### src/rtl/trap_pkg.sv
// ============================================================================
// Module  : trap_pkg
// Brief   : Shared states, cause codes and fixed priority tables for the trap
//           initiator.
// Rev     : 1.0 - initial release
// ============================================================================
`default_nettype none

package trap_pkg;

  typedef enum logic [1:0] {
    S_IDLE     = 2'd0,
    S_DRAIN    = 2'd1,
    S_COMMIT   = 2'd2,
    S_REDIRECT = 2'd3
  } trap_state_e;

  localparam logic [5:0] EXC_INSTR_MISALIGN = 6'd0;
  localparam logic [5:0] EXC_INSTR_FAULT    = 6'd1;
  localparam logic [5:0] EXC_ILLEGAL        = 6'd2;
  localparam logic [5:0] EXC_BREAKPOINT     = 6'd3;
  localparam logic [5:0] EXC_LOAD_MISALIGN  = 6'd4;
  localparam logic [5:0] EXC_LOAD_FAULT     = 6'd5;
  localparam logic [5:0] EXC_STORE_MISALIGN = 6'd6;
  localparam logic [5:0] EXC_STORE_FAULT    = 6'd7;
  localparam logic [5:0] EXC_ECALL_BASE     = 6'd8;

  localparam logic [5:0] IRQ_SW    = 6'd3;
  localparam logic [5:0] IRQ_TIMER = 6'd7;
  localparam logic [5:0] IRQ_EXT   = 6'd11;
  localparam logic [5:0] IRQ_NMI   = 6'd0;

  // Exception priority, highest first; slot value 8 stands for ECALL.
  localparam int         EXC_PRIO_N = 9;
  localparam logic [3:0] ECALL_SLOT = 4'd8;
  localparam logic [3:0] EXC_PRIO [EXC_PRIO_N] =
    '{4'd3, 4'd1, 4'd0, 4'd2, 4'd8, 4'd4, 4'd6, 4'd5, 4'd7};

  // Interrupt priority, highest first: IRQ line index and its cause code.
  localparam int         IRQ_PRIO_N = 3;
  localparam logic [1:0] IRQ_PRIO_LINE [IRQ_PRIO_N] = '{2'd2, 2'd0, 2'd1};
  localparam logic [5:0] IRQ_PRIO_CODE [IRQ_PRIO_N] = '{IRQ_EXT, IRQ_SW, IRQ_TIMER};

  // Interrupt flag lives in the MSB of CAUSE.
  function automatic int int_bit(input int xlen);
    return xlen - 1;
  endfunction

endpackage

`default_nettype wire

### src/rtl/trap_prio_enc.sv
// ============================================================================
// Module  : trap_prio_enc
// Brief   : Combinational fixed-priority selector over exceptions, ECALL and
//           qualified interrupts; any exception beats any interrupt.
// Rev     : 1.0 - initial release
// ============================================================================
`default_nettype none

module trap_prio_enc
  import trap_pkg::*;
(
  input  logic [7:0] exc_vec,
  input  logic       ecall,
  input  logic [2:0] irq,
  input  logic [1:0] cur_priv,
  output logic       valid,
  output logic       is_irq,
  output logic [5:0] code
);

  logic hit;

  // Scan lowest priority first so the highest-priority hit is written last.
  always_comb begin
    valid  = 1'b0;
    is_irq = 1'b0;
    code   = '0;
    hit    = 1'b0;
    for (int i = IRQ_PRIO_N - 1; i >= 0; i--) begin
      if (irq[IRQ_PRIO_LINE[i]]) begin
        valid  = 1'b1;
        is_irq = 1'b1;
        code   = IRQ_PRIO_CODE[i];
      end
    end
    for (int i = EXC_PRIO_N - 1; i >= 0; i--) begin
      if (EXC_PRIO[i] == ECALL_SLOT) hit = ecall;
      else                           hit = exc_vec[EXC_PRIO[i][2:0]];
      if (hit) begin
        valid  = 1'b1;
        is_irq = 1'b0;
        code   = (EXC_PRIO[i] == ECALL_SLOT) ? EXC_ECALL_BASE + {4'b0, cur_priv}
                                             : {2'b0, EXC_PRIO[i]};
      end
    end
  end

endmodule

`default_nettype wire

### src/rtl/trap_controller.sv
// ============================================================================
// Module  : trap_controller
// Brief   : Trap initiator: captures the winning event, stalls and flushes the
//           pipeline, strobes the csr_file context switch, then redirects fetch.
//           Optional unmaskable NMI input guarded by macro TRAP_NMI_EN.
// Rev     : 1.0 - initial release
// ============================================================================
`default_nettype none

module trap_controller
  import trap_pkg::*;
#(
  parameter int XLEN          = 64,
  parameter int DRAIN_TIMEOUT = 16,
  parameter int CNT_W         = 5
) (
  input  logic            CLK,
  input  logic            RESET,
  input  logic [7:0]      EXC_VEC,
  input  logic            ECALL,
  input  logic [XLEN-1:0] EXC_PC,
  input  logic [XLEN-1:0] NEXT_PC,
  input  logic [2:0]      IRQ_PEND,
  input  logic [2:0]      IRQ_EN,
  input  logic            GLOBAL_IE,
  input  logic [1:0]      CUR_PRIV,
  input  logic            DRAIN_DONE,
`ifdef TRAP_NMI_EN
  input  logic            NMI,
  output logic            NMI_SEEN,
`endif
  output logic            STALL,
  output logic            FLUSH,
  output logic            CS,
  output logic [XLEN-1:0] CAUSE,
  output logic [XLEN-1:0] NPC,
  output logic            REDIRECT,
  output logic            BUSY
);

  trap_state_e     state, state_next;
  logic [CNT_W-1:0] drain_cnt;
  logic            flush_q;
  logic            capture;
  logic [2:0]      irq_qual;
  logic            enc_valid, enc_is_irq;
  logic [5:0]      enc_code;
  logic            ev_valid, ev_is_irq;
  logic [5:0]      ev_code;
  logic [XLEN-1:0] cause_next;

  assign irq_qual = IRQ_PEND & IRQ_EN & {3{GLOBAL_IE}};

  trap_prio_enc u_prio_enc (
    .exc_vec  (EXC_VEC),
    .ecall    (ECALL),
    .irq      (irq_qual),
    .cur_priv (CUR_PRIV),
    .valid    (enc_valid),
    .is_irq   (enc_is_irq),
    .code     (enc_code)
  );

`ifdef TRAP_NMI_EN
  logic nmi_seen_q;
  assign ev_valid  = NMI | enc_valid;
  assign ev_is_irq = NMI | enc_is_irq;
  assign ev_code   = NMI ? IRQ_NMI : enc_code;
  assign NMI_SEEN  = nmi_seen_q;
`else
  assign ev_valid  = enc_valid;
  assign ev_is_irq = enc_is_irq;
  assign ev_code   = enc_code;
`endif

  always_comb begin
    cause_next                = '0;
    cause_next[int_bit(XLEN)] = ev_is_irq;
    cause_next[5:0]           = ev_code;
  end

  always_comb begin
    state_next = state;
    capture    = 1'b0;
    case (state)
      S_IDLE: begin
        if (ev_valid) begin
          capture    = 1'b1;
          state_next = S_DRAIN;
        end
      end
      S_DRAIN: begin
        if (DRAIN_DONE || drain_cnt == CNT_W'(DRAIN_TIMEOUT - 1))
          state_next = S_COMMIT;
      end
      S_COMMIT:   state_next = S_REDIRECT;
      S_REDIRECT: state_next = S_IDLE;
      default:    state_next = S_IDLE;
    endcase
  end

  always_ff @(posedge CLK) begin
    if (RESET) begin
      state     <= S_IDLE;
      flush_q   <= 1'b0;
      drain_cnt <= '0;
      CAUSE     <= '0;
      NPC       <= '0;
    end else begin
      state   <= state_next;
      flush_q <= capture;
      if (capture) begin
        drain_cnt <= '0;
        CAUSE     <= cause_next;
        NPC       <= ev_is_irq ? NEXT_PC : EXC_PC;
      end else if (state == S_DRAIN && drain_cnt != {CNT_W{1'b1}}) begin
        drain_cnt <= drain_cnt + 1'b1;
      end
    end
  end

`ifdef TRAP_NMI_EN
  always_ff @(posedge CLK) begin
    if (RESET)                nmi_seen_q <= 1'b0;
    else if (capture && NMI)  nmi_seen_q <= 1'b1;
  end
`endif

  assign STALL    = (state != S_IDLE);
  assign BUSY     = (state != S_IDLE);
  assign FLUSH    = flush_q;
  assign CS       = (state == S_COMMIT);
  assign REDIRECT = (state == S_REDIRECT);

endmodule

`default_nettype wire
### config.mk
export PLATFORM = sky130hd
export DESIGN_NAME = trap_controller
export DESIGN_NICKNAME = d
export VERILOG_FILES = /design/src/rtl/trap_pkg.sv /design/src/rtl/trap_prio_enc.sv /design/src/rtl/trap_controller.sv
export SDC_FILE = /design/constraint.sdc
export NUM_CORES = 1
export LEC_CHECK = 0
export CAP_MARGIN = 20
export CORE_AREA = 2 2 109 111
export DETAILED_ROUTE_END_ITERATION = 6
export DIE_AREA = 0 0 111 113
export PLACE_DENSITY = 0.82
export SYNTH_ARGS = -nofsm -noshare
export SYNTH_HDL_FRONTEND = slang
export SYNTH_HIERARCHICAL = 1
export SYNTH_SLANG_ARGS = --single-unit
### constraint.sdc
create_clock -name CLK -period 3.62 [get_ports CLK]
set_clock_uncertainty 0.15 [all_clocks]
set_input_delay 0.543 -clock CLK [delete_from_list [all_inputs] [get_ports CLK]]
set_output_delay 0.543 -clock CLK [all_outputs]
set_load 0.1 [all_outputs]
==> job_summary.md, run 1 <==
## PnR job results

| Metric | Value |
|---|---|
| Main area contributors | `sky130_fd_sc_hd__dfxtp_1, sky130_fd_sc_hd__mux2i_1, sky130_fd_sc_hd__buf_4, sky130_fd_sc_hd__o21ai_2, sky130_fd_sc_hd__nand2_1` |
| Antenna Cells | `0` |
| Share of layout cells above drive strength 1 | `0.1084` |
| Tcrit/Tclk final | `0.8084` |
| Basic Gates by Area | `0.1110` |
| Number of core rows | `39` |
| Wire length reported by the detailed router | `approximately 11000 µm` |
| Number of tap instances | `around 140` |
| Global-route wire length before repair | `around 17000 µm` |
| Area fraction of the dominant cell type after synthesis | `0.3875` |
| Number of hold-slack violations in the final timing report | `0` |
| FF+latch count | `a little under 80` |
| Achievable frequency | `~340 MHz` |
| Later-pin clock latency in the skew report | `between 0.3 and 0.4 ns` |
| Instance count after placement with tap cells included | `782` |
| Global router's overall resource usage | `0.1634` |
| Element type at the critical path start | `input port` |
| Routability-driven placement congestion ratio | `0.8409` |
| Via-per-instance ratio | `~4.5` |
| Capture point of the worst reg-to-reg path | `drain_cnt[3]` |
| CTS max path bufs | `2` |
| Clock transition at path regs | `around 0.060 ns` |
| Number of search-and-repair iterations in the first detailed-routing pass | `4` |
| Most instantiated cells after synthesis | `sky130_fd_sc_hd__dfxtp_1, sky130_fd_sc_hd__nand2_1, sky130_fd_sc_hd__mux2i_1` |
| Cell type taking the most area | `buffers` |
| Cell count of the worst reg-to-reg path | `6` |
| Fraction of synthesized area in multiplexers | `0.1570` |
| Stages on worst setup path | `8` |
| Post-layout instance area | `~6500 µm²` |
| Synthesized instance count | `around 430` |
| Maxcap violations | `0` |
| Hold buffers post-CTS | `0` |
| Maximum net fanout on the critical path | `36` |
| Chip height | `~110 µm` |
| Number of violations reported at the end of detailed-routing iteration 0 | `roughly 130` |
| Flop area | `between 1500 and 2000 µm²` |
| Max-slew violations | `0` |
| Number of ordinary inverters in the final layout | `6` |
| Drc violations | `0` |
| TritonCTS clock tree | `done` |
| IR Drop Worst-Case VDD | `approximately 0.57 mV` |
| Setup slack of the worst register-to-register path | `between 1.5 and 2 ns` |
| Async set-reset flop share out of synthesis | `0` |
| Number of warnings reported in the yosys synthesis log | `6` |
| Maximum level of the CTS H-tree | `3` |
| Die width | `roughly 110 µm` |
| ClkCell Share | `0.04607` |
| Register with the highest flop count | `NPC` |
| CTS Buf Count | `9` |
| Total gr overflow | `0` |
| Share of synthesized cell area in full adder, half adder and majority cells | `0.02452` |
| Hold Path Sink | `NPC[54]` |
| Clock buffers | `12` |
| RSZ-0062 raised after global routing | `false` |
| Most frequently used flop master after synthesis | `sky130_fd_sc_hd__dfxtp_1` |
| Area fraction in xor and xnor cells | `0.004292` |
| Leading cell types in the layout, fill and taps excluded | `sky130_fd_sc_hd__clkdlybuf4s50_1, sky130_fd_sc_hd__dfxtp_1, sky130_fd_sc_hd__nand2_1` |
| Synth top cell by count | `sky130_fd_sc_hd__dfxtp_1` |
| Fill count | `a little under 1000` |
| Ports | `approximately 280` |
| CP peak stage delay | `~0.58 ns` |
| Most common cell after layout, fill and taps aside | `sky130_fd_sc_hd__clkdlybuf4s50_1` |
| Post-DP HPWL | `around 8700 µm` |
| Cell type with the largest total area after synthesis | `sky130_fd_sc_hd__dfxtp_1` |
| DP Area | `6217 µm²` |
| Average wire length per cell after detail routing | `13.51 µm` |
| Outcome | `completed` |
| Arrival time of data at the critical path endpoint | `2.99 ns` |
| Number of setup violations in the final report | `0` |
| Reg2Reg Launch Point | `drain_cnt[0]` |
| Hold Startpoint | `NPC[54]` |
| Average footprint of a synthesized cell | `roughly 9.4 µm²` |
| Largest family of logic cells by area | `AND-OR/OR-AND gates` |
| Number of nets in the layout | `slightly above 800` |
| Max_slew headroom | `0.3163` |
| Required time worst endpoint | `between 3 and 4 ns` |
| Number of synthesized flops with an enable pin | `0` |
| Number of warning messages in the logs | `31` |
| Least-Margin Pin Slew | `~1.0 ns` |
| Total power of the final layout | `roughly 5.8 mW` |
| Slowest cell on the critical path | `sky130_fd_sc_hd__or4_1` |
| Min-delay worst type | `reg -> reg` |
| Setup CP Type | `in -> reg` |
| Buf/Inv on CP | `3` |
| DIE AREA | `12540 µm²` |
| Syn-to-layout area delta | `59.69%` |
| CTS resizes | `0` |
| Antenna violations before repair | `0` |
| Count of clock tree sinks | `between 70 and 80` |
| Number of buffers inserted to repair setup after CTS | `0` |
| Largest net degree at the start of global routing | `~43` |
[run 1: per-layer routing]
layer | up-vias | share of wire | global-route usage
li1 | 1799 | - | -
met2 | 171 | 0.52 | 0.2990
met1 | 1590 | 0.37 | 0.1725
met5 | - | 0 | 0
met3 | 20 | 0.088 | 0.05731
met4 | 0 | 0.026 | 0.06417
[run 1: power by group]
part	switching [mW]	leakage (nW)	internal, mW
Clock	0.347	0.139	0.556
Sequential	0.144	0.652	1.15
Combinational	2.80	1.65	0.796
Total	3.29	2.44	2.50
[run 1: per-stage QoR]
step,setup WS (ns),hold WS [ns]
final,0.6935,0.2961
after global routing,0.5673,0.3200
after CTS,0.6834,0.3007
after detailed placement,0.3534,0.2900
after global placement,0.4295,0.2855
after floorplan,1.069,0.3036
run_1/sizing.png
Scale bar: 20 µm.
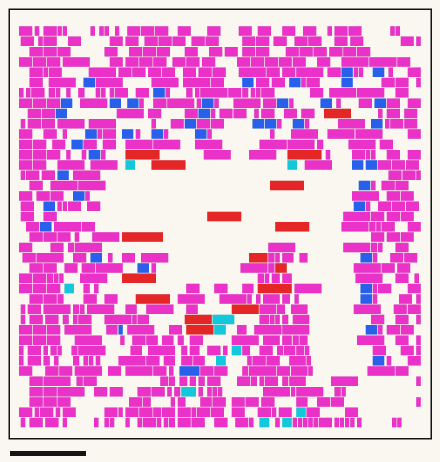
x2: marked blue, cells 44, share 6.7%. x3 and x4: marked cyan, cells 11, share 1.7%. x6 and larger: marked red, cells 16, share 2.4%. x1 and smaller: marked magenta, cells 584, share 89%.

run_1/m4.png
Supply wires on this layer in grey.
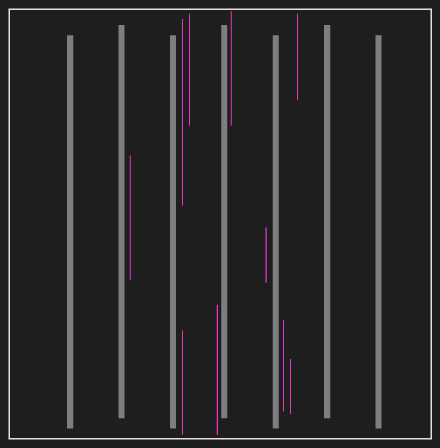
The layer holds 2.6% of the routed length. 9 nets have wire on it.

run_1/clock_wires.png
Scale bar: 20 µm.
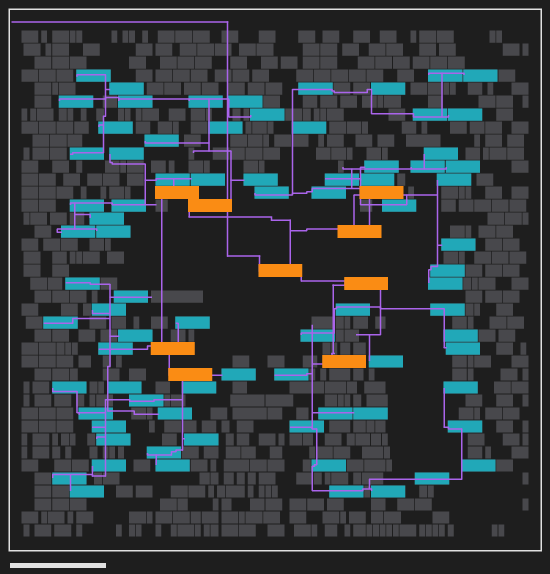
flip-flops: marked cyan, count 79. clock-net drivers: marked orange, count 9. clock wires: marked purple, length 1040 µm.
Position of the flops: widely spread.

==> run 2: changes to the inputs <==
--- a/config.mk
+++ b/config.mk
@@ -6,10 +6,10 @@
 export NUM_CORES = 1
 export LEC_CHECK = 0
 export CAP_MARGIN = 20
-export CORE_AREA = 2 2 109 111
+export CORE_AREA = 2 2 116 118
 export DETAILED_ROUTE_END_ITERATION = 6
-export DIE_AREA = 0 0 111 113
-export PLACE_DENSITY = 0.82
+export DIE_AREA = 0 0 118 120
+export PLACE_DENSITY = 0.76
 export SYNTH_ARGS = -nofsm -noshare
 export SYNTH_HDL_FRONTEND = slang
 export SYNTH_HIERARCHICAL = 1
==> constraint.sdc (replaced) <==
create_clock -name CLK -period 2.5 [get_ports CLK]
set_clock_uncertainty 0.15 [all_clocks]
set_input_delay 0.375 -clock CLK [delete_from_list [all_inputs] [get_ports CLK]]
set_output_delay 0.375 -clock CLK [all_outputs]
set_load 0.1 [all_outputs]
run_2/sizing.png
Scale bar: 20 µm.
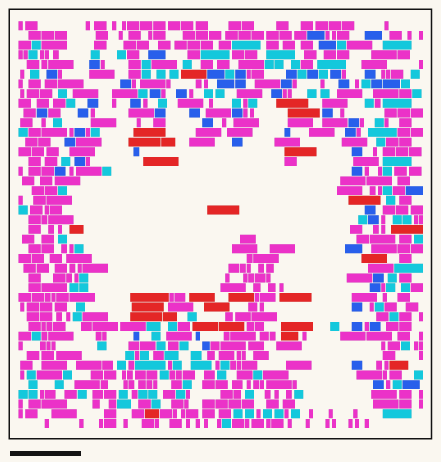
Non-CTS buffers: 264
Syn-to-layout area delta: 69.87%
post-layout instance area: 6933 µm²
post-route worst setup slack: -0.01391 ns

run_2/clock_nets.png
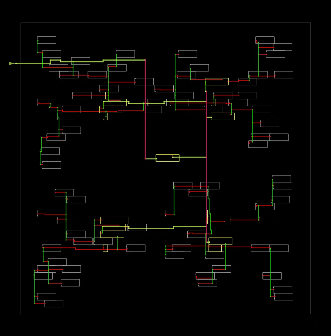
count of clock tree sinks: 79
FF+latch count: 79
CTS Buf Count: 9

run_2/clock_wires.png
Scale bar: 20 µm.
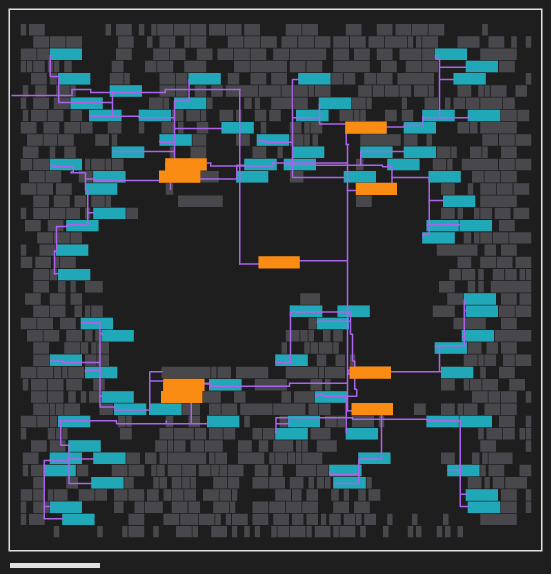
clock-net drivers: marked orange, count 9. flip-flops: marked cyan, count 79. clock wires: marked purple, length 1030 µm.
Position of the flops: widely spread.

==> job_summary.md, run 2 <==
## PnR job results

| Metric | Value |
|---|---|
| Part of the power in combinational logic | `0.623 (+0.002)` |
| Hold Path Sink | `NPC[51]` |
| RSZ-0062 raised after global routing | `true` |
| Die width | `118 µm (+6.3%)` |
| DP Area | `6266 µm² (+0.78%)` |
| Tcrit/Tclk final | `1.006` |
| Later-pin clock latency in the skew report | `0.32 ns (about the same)` |
| Met3 wirelength from detailed routing | `1092 µm (+16%)` |
| DP Worst Slack | `-0.4133 ns (-0.7668 ns)` |
| Slowest cell on the critical path | `sky130_fd_sc_hd__or4_4` |
| DIE AREA | `14160 µm² (+13%)` |
| Cell type with the largest total area after synthesis | `sky130_fd_sc_hd__dfxtp_1` |
| Antenna violations before repair | `0 (unchanged)` |
| Wire length reported by the detailed router | `12290 µm (+14%)` |
| Element type at the critical path start | `input port` |
| Worst hold slack | `0.3023 ns (+0.006160 ns)` |
| Cell count of the worst reg-to-reg path | `6 (unchanged)` |
| Most common cell after layout, fill and taps aside | `sky130_fd_sc_hd__clkdlybuf4s50_1` |
| Switching power total | `4.802 mW (+46%)` |
| Number of synthesized flops with an enable pin | `0 (unchanged)` |
| Number of nets in the layout | `840 (+4.1%)` |
| Setup CP Type | `in -> reg` |
| CTS max path bufs | `2 (unchanged)` |
| Chip height | `120 µm (+6.2%)` |
| Average footprint of a synthesized cell | `9.426 µm² (unchanged)` |
| Number of search-and-repair iterations in the first detailed-routing pass | `4 (unchanged)` |
| Number of core rows | `42 (+7.7%)` |
| Area fraction of the dominant cell type after synthesis | `0.3875 (unchanged)` |
| Number of setup violations in the final report | `3 (+3)` |
| Outcome | `finished, violations left` |
| Clock network fraction of design power | `0.152 (-0.004)` |
| CTS resizes | `7 (+7)` |
| Cell-internal power | `3.587 mW (+44%)` |
| Main area contributors | `sky130_fd_sc_hd__dfxtp_1, sky130_fd_sc_hd__mux2i_1, sky130_fd_sc_hd__buf_4, sky130_fd_sc_hd__o21ai_2, sky130_fd_sc_hd__nand2_1` |
| Routability-driven placement congestion ratio | `0.8148 (-3.1%)` |
| Antenna Cells | `0 (unchanged)` |
| Number of warnings reported in the yosys synthesis log | `6 (unchanged)` |
| Capture point of the worst reg-to-reg path | `state[1]` |
| Via-per-instance ratio | `4.419 (-1.5%)` |
| Post-route worst setup slack | `-0.01391 ns (-0.7074 ns)` |
| Number of warning messages in the logs | `33 (+6.5%)` |
| CP peak stage delay | `0.54 ns (-0.04 ns)` |
| Global-route wire length before repair | `17970 µm (+6.7%)` |
| Power consumed by sequential cells | `1.88 mW (+46%)` |
| Reg2Reg Launch Point | `drain_cnt[0]` |
| Achievable frequency | `397.8 MHz` |
| Power attributed to combinational cells | `5.23 mW (+46%)` |
| Number of buffers inserted to repair setup after CTS | `1 (+1)` |
| Required time worst endpoint | `2.56 ns (-1.12 ns)` |
| Global router's overall resource usage | `0.1583 (-0.005086)` |
| Total power of the final layout | `8.389 mW (+45%)` |
| Top layer used by detailed routing | `met4` |
| Pwr top | `combinational logic` |
| Largest family of logic cells by area | `AND-OR/OR-AND gates` |
| Share of synthesized cell area in full adder, half adder and majority cells | `0.02452 (unchanged)` |
| Area fraction in xor and xnor cells | `0.004292 (unchanged)` |
| Average wire length per cell after detail routing | `14.23 µm (+5.3%)` |
| Buf/Inv on CP | `5 (+2)` |
| Failing checks | `negative setup slack` |
| Clock transition at path regs | `0.05 ns (about the same)` |
| Drc violations | `0 (unchanged)` |
| Maxcap violations | `0 (unchanged)` |
| Most instantiated cells after synthesis | `sky130_fd_sc_hd__dfxtp_1, sky130_fd_sc_hd__nand2_1, sky130_fd_sc_hd__mux2i_1` |
| Hold Startpoint | `NPC[51]` |
run 2: worst max path at each step:
stage / start / end / slack (ns) / cells past startpoint
6_report: EXC_VEC[7] / NPC[8] / -0.01 / 9
5_1_grt: EXC_VEC[7] / NPC[8] / -0.07 / 9
4_1_cts: EXC_VEC[4] / NPC[35] / -0.006 / 7
3_5_place_dp: EXC_VEC[4] / NPC[13] / -0.41 / 8
3_3_place_gp: EXC_VEC[4] / NPC[43] / -0.34 / 7
2_1_floorplan: EXC_VEC[4] / NPC[10] / 0.12 / 6
run 2: final cells by class:
type	instances	area, µm²	share of cell area
clock buffers	12	246.5	0.03555
clock inverters	4	45.04	0.006497
inverters	6	22.52	0.003249
multi-input cells	323	2280	0.3288
flip-flops and latches	79	1582	0.2281
well taps	176	220.2	0.03176
repair buffers	264	2537	0.3660
==> run 3: changes to the inputs <==
--- a/config.mk
+++ b/config.mk
@@ -6,11 +6,11 @@
 export NUM_CORES = 1
 export LEC_CHECK = 0
 export CAP_MARGIN = 20
-export CORE_AREA = 2 2 116 118
+export CORE_AREA = 2 2 112 114
 export DETAILED_ROUTE_END_ITERATION = 6
-export DIE_AREA = 0 0 118 120
-export PLACE_DENSITY = 0.76
+export DIE_AREA = 0 0 114 116
+export PLACE_DENSITY = 0.77
+export RECOVER_POWER = 100
 export SYNTH_ARGS = -nofsm -noshare
 export SYNTH_HDL_FRONTEND = slang
-export SYNTH_HIERARCHICAL = 1
 export SYNTH_SLANG_ARGS = --single-unit
run_3/clock_nets.png
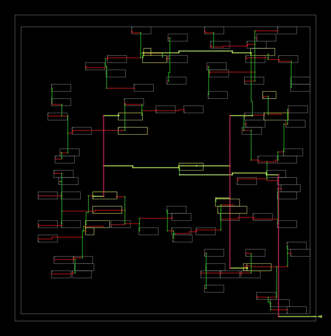
Clock net power: 1.52 mW
later-pin clock latency in the skew report: 0.34 ns
count of clock tree sinks: 77
clock buffers: 11
FF+latch count: 77

run_3/ff_map.png
Other sequential cells in the stronger grey, the rest of the logic in the fainter grey.
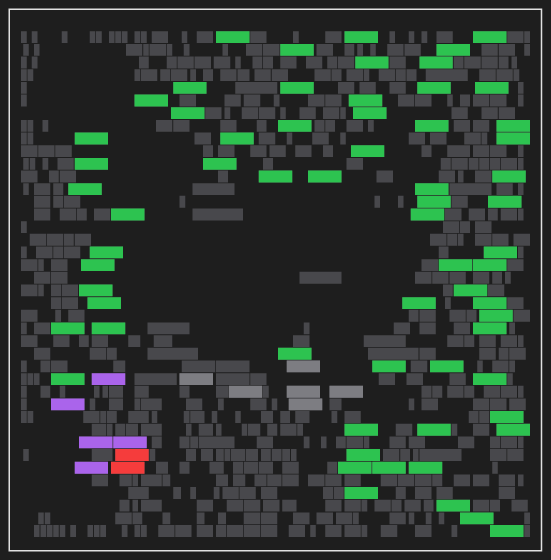
NPC: marked green, flops 64, where widely spread. state: marked red, flops 2. drain_cnt: marked purple, flops 5, where bottom left.
Another 6 sequential cells are not coloured.

run_3/sizing.png
Scale bar: 20 µm.
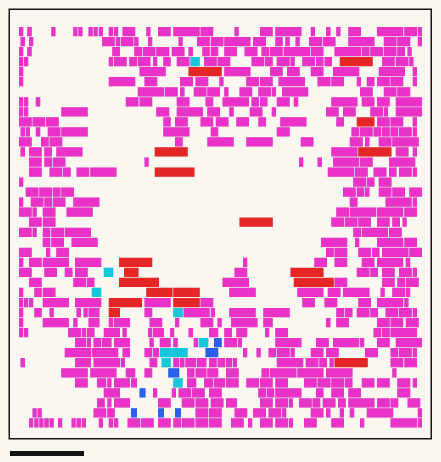
x1 and smaller: marked magenta, cells 552, share 94%. x6 and larger: marked red, cells 18, share 3.1%. x3 and x4: marked cyan, cells 8, share 1.4%. x2: marked blue, cells 7, share 1.2%.

==> job_summary.md, run 3 <==
## PnR job results

| Metric | Value |
|---|---|
| Switching power total | `4.480 mW (-6.7%)` |
| Tcrit/Tclk final | `0.9249 (-0.08071)` |
| Leakage component of the power | `~2.3 nW` |
| Most instantiated cells after synthesis | `sky130_fd_sc_hd__dfxtp_1, sky130_fd_sc_hd__buf_4, sky130_fd_sc_hd__a221o_1, sky130_fd_sc_hd__and2_1, sky130_fd_sc_hd__nor2_1` |
| Cell type taking the most area | `buffers` |
| TritonCTS clock tree | `done` |
| Largest family of logic cells by area | `AND-OR/OR-AND gates` |
| Post-route worst setup slack | `0.1879 ns (+0.2018 ns)` |
| Number of core rows | `40 (-4.8%)` |
| Achievable frequency | `432.5 MHz (+8.7%)` |
| DIE AREA | `13220 µm² (-6.6%)` |
| Buf/Inv on CP | `2 (-3)` |
| Syn-to-layout area delta | `56.02%` |
| Worst hold slack | `0.3089 ns (+0.006560 ns)` |
| Cell-internal power | `3.406 mW (-5.0%)` |
| Drc violations | `0 (unchanged)` |
| Number of synthesized flops with an enable pin | `0 (unchanged)` |
| CTS max path bufs | `2 (unchanged)` |
| CP top delay family | `simple AND/OR/NAND/NOR gates` |
| Number of tap instances | `147 (-16%)` |
| Hold buffers post-CTS | `0` |
| DP Area | `5703 µm² (-9.0%)` |
| Clock network fraction of design power | `0.193 (+0.041)` |
| Required time worst endpoint | `2.63 ns (+0.07 ns)` |
| Largest net degree at the start of global routing | `around 66` |
| Clock transition at path regs | `0.06 ns (about the same)` |
| DP Worst Slack | `-0.03202 ns (+0.3813 ns)` |
| Number of buffers inserted to repair setup after CTS | `0 (-1)` |
| Average footprint of a synthesized cell | `10.28 µm² (+9.1%)` |
| Number of warnings reported in the yosys synthesis log | `0 (-6)` |
| Proportion of cell area occupied by registers | `0.2684 (+0.04029)` |
| Type of destination of the critical path | `register` |
| CTS resizes | `0 (-7)` |
| Setup CP Type | `in -> reg` |
| Setup tns final | `0 ns` |
| Number of nets in the layout | `736 (-12%)` |
| Number of search-and-repair iterations in the first detailed-routing pass | `4 (unchanged)` |
| CP peak stage delay | `0.64 ns (+0.10 ns)` |
| Routability-driven placement congestion ratio | `0.8171 (+0.28%)` |
| Share of synthesized cell area in full adder, half adder and majority cells | `0.02379 (-0.0007315)` |
| Part of the power in combinational logic | `0.578 (-0.045)` |
| Number of warning messages in the logs | `30 (-9.1%)` |
| Area fraction of the dominant cell type after synthesis | `0.4188 (+0.03127)` |
| Met3 wirelength from detailed routing | `1212 µm (+11%)` |
| Top layer used by detailed routing | `met5` |
| Non-CTS buffers | `234 (-11%)` |
| Cell type with the largest total area after synthesis | `sky130_fd_sc_hd__dfxtp_1` |
| Busiest metal layer after global routing | `met2` |
| Combinational Gates | `253 (-22%)` |
| Flop area | `1541 µm² (-2.5%)` |
| Antenna Cells | `1 (+1)` |
| Average wire length per cell after detail routing | `15.60 µm (+9.7%)` |
| Global-route wire length before repair | `16360 µm (-9.0%)` |
| Chip height | `116 µm (-3.3%)` |
| Outcome | `completed` |
| Area fraction in xor and xnor cells | `0.007138 (+0.002846)` |
| Antenna violations before repair | `2 (+2)` |
| Slowest cell on the critical path | `sky130_fd_sc_hd__or4_1` |
| Main area contributors | `sky130_fd_sc_hd__dfxtp_1, sky130_fd_sc_hd__a221o_1, sky130_fd_sc_hd__buf_4, sky130_fd_sc_hd__and2_1, sky130_fd_sc_hd__ha_1` |
| Via-per-instance ratio | `4.700 (+6.4%)` |
| Multi-input gate area | `1759 µm² (-23%)` |
| Total power of the final layout | `7.886 mW (-6.0%)` |
| Total number of vias | `3445` |
| Post-layout instance area | `5743 µm² (-17%)` |
| Post-synthesis instance area | `~3700 µm²` |
| ClkCell Share | `0.06078 (+0.01873)` |
| Element type at the critical path start | `input port` |
| Number of setup violations in the final report | `0 (-3)` |
| CTS Buf Count | `9 (unchanged)` |
| Die width | `114 µm (-3.4%)` |
| Comb area share | `0.3063 (-0.02250)` |
| Wire length reported by the detailed router | `11440 µm (-7.0%)` |
| Number of ordinary inverters in the final layout | `5 (-1)` |
-- run 3: worst paths after layout --
check,cells after the start,slack (ns),start,end
hold reg to reg,1,0.31,CAUSE[63],CAUSE[63]
setup reg to reg,7,0.47,state[0],NPC[6]
setup / recovery,6,0.19,EXC_VEC[4],NPC[35]
hold / removal,1,0.31,CAUSE[63],CAUSE[63]
-- run 3: kinds of logic after synthesis --
group / after synthesis
mux: 2
buf+inv: 86
simple gates: 95
compound gates: 87
xor+xnor: 3
flops: 77
fa+ha+maj: 7
other cells: 1
-- run 3: power by group through the flow --
stage               clock network (mW)  logic (mW)  registers [mW]
floorplan                            0        1.40            4.31
global placement                     0        4.88            1.83
detailed placement                   0        4.92            1.83
CTS                               1.56        4.93            1.81
global route                      1.62        4.71            1.84
finish                            1.52        4.56            1.80
Power and IR drop assume default switching activity.
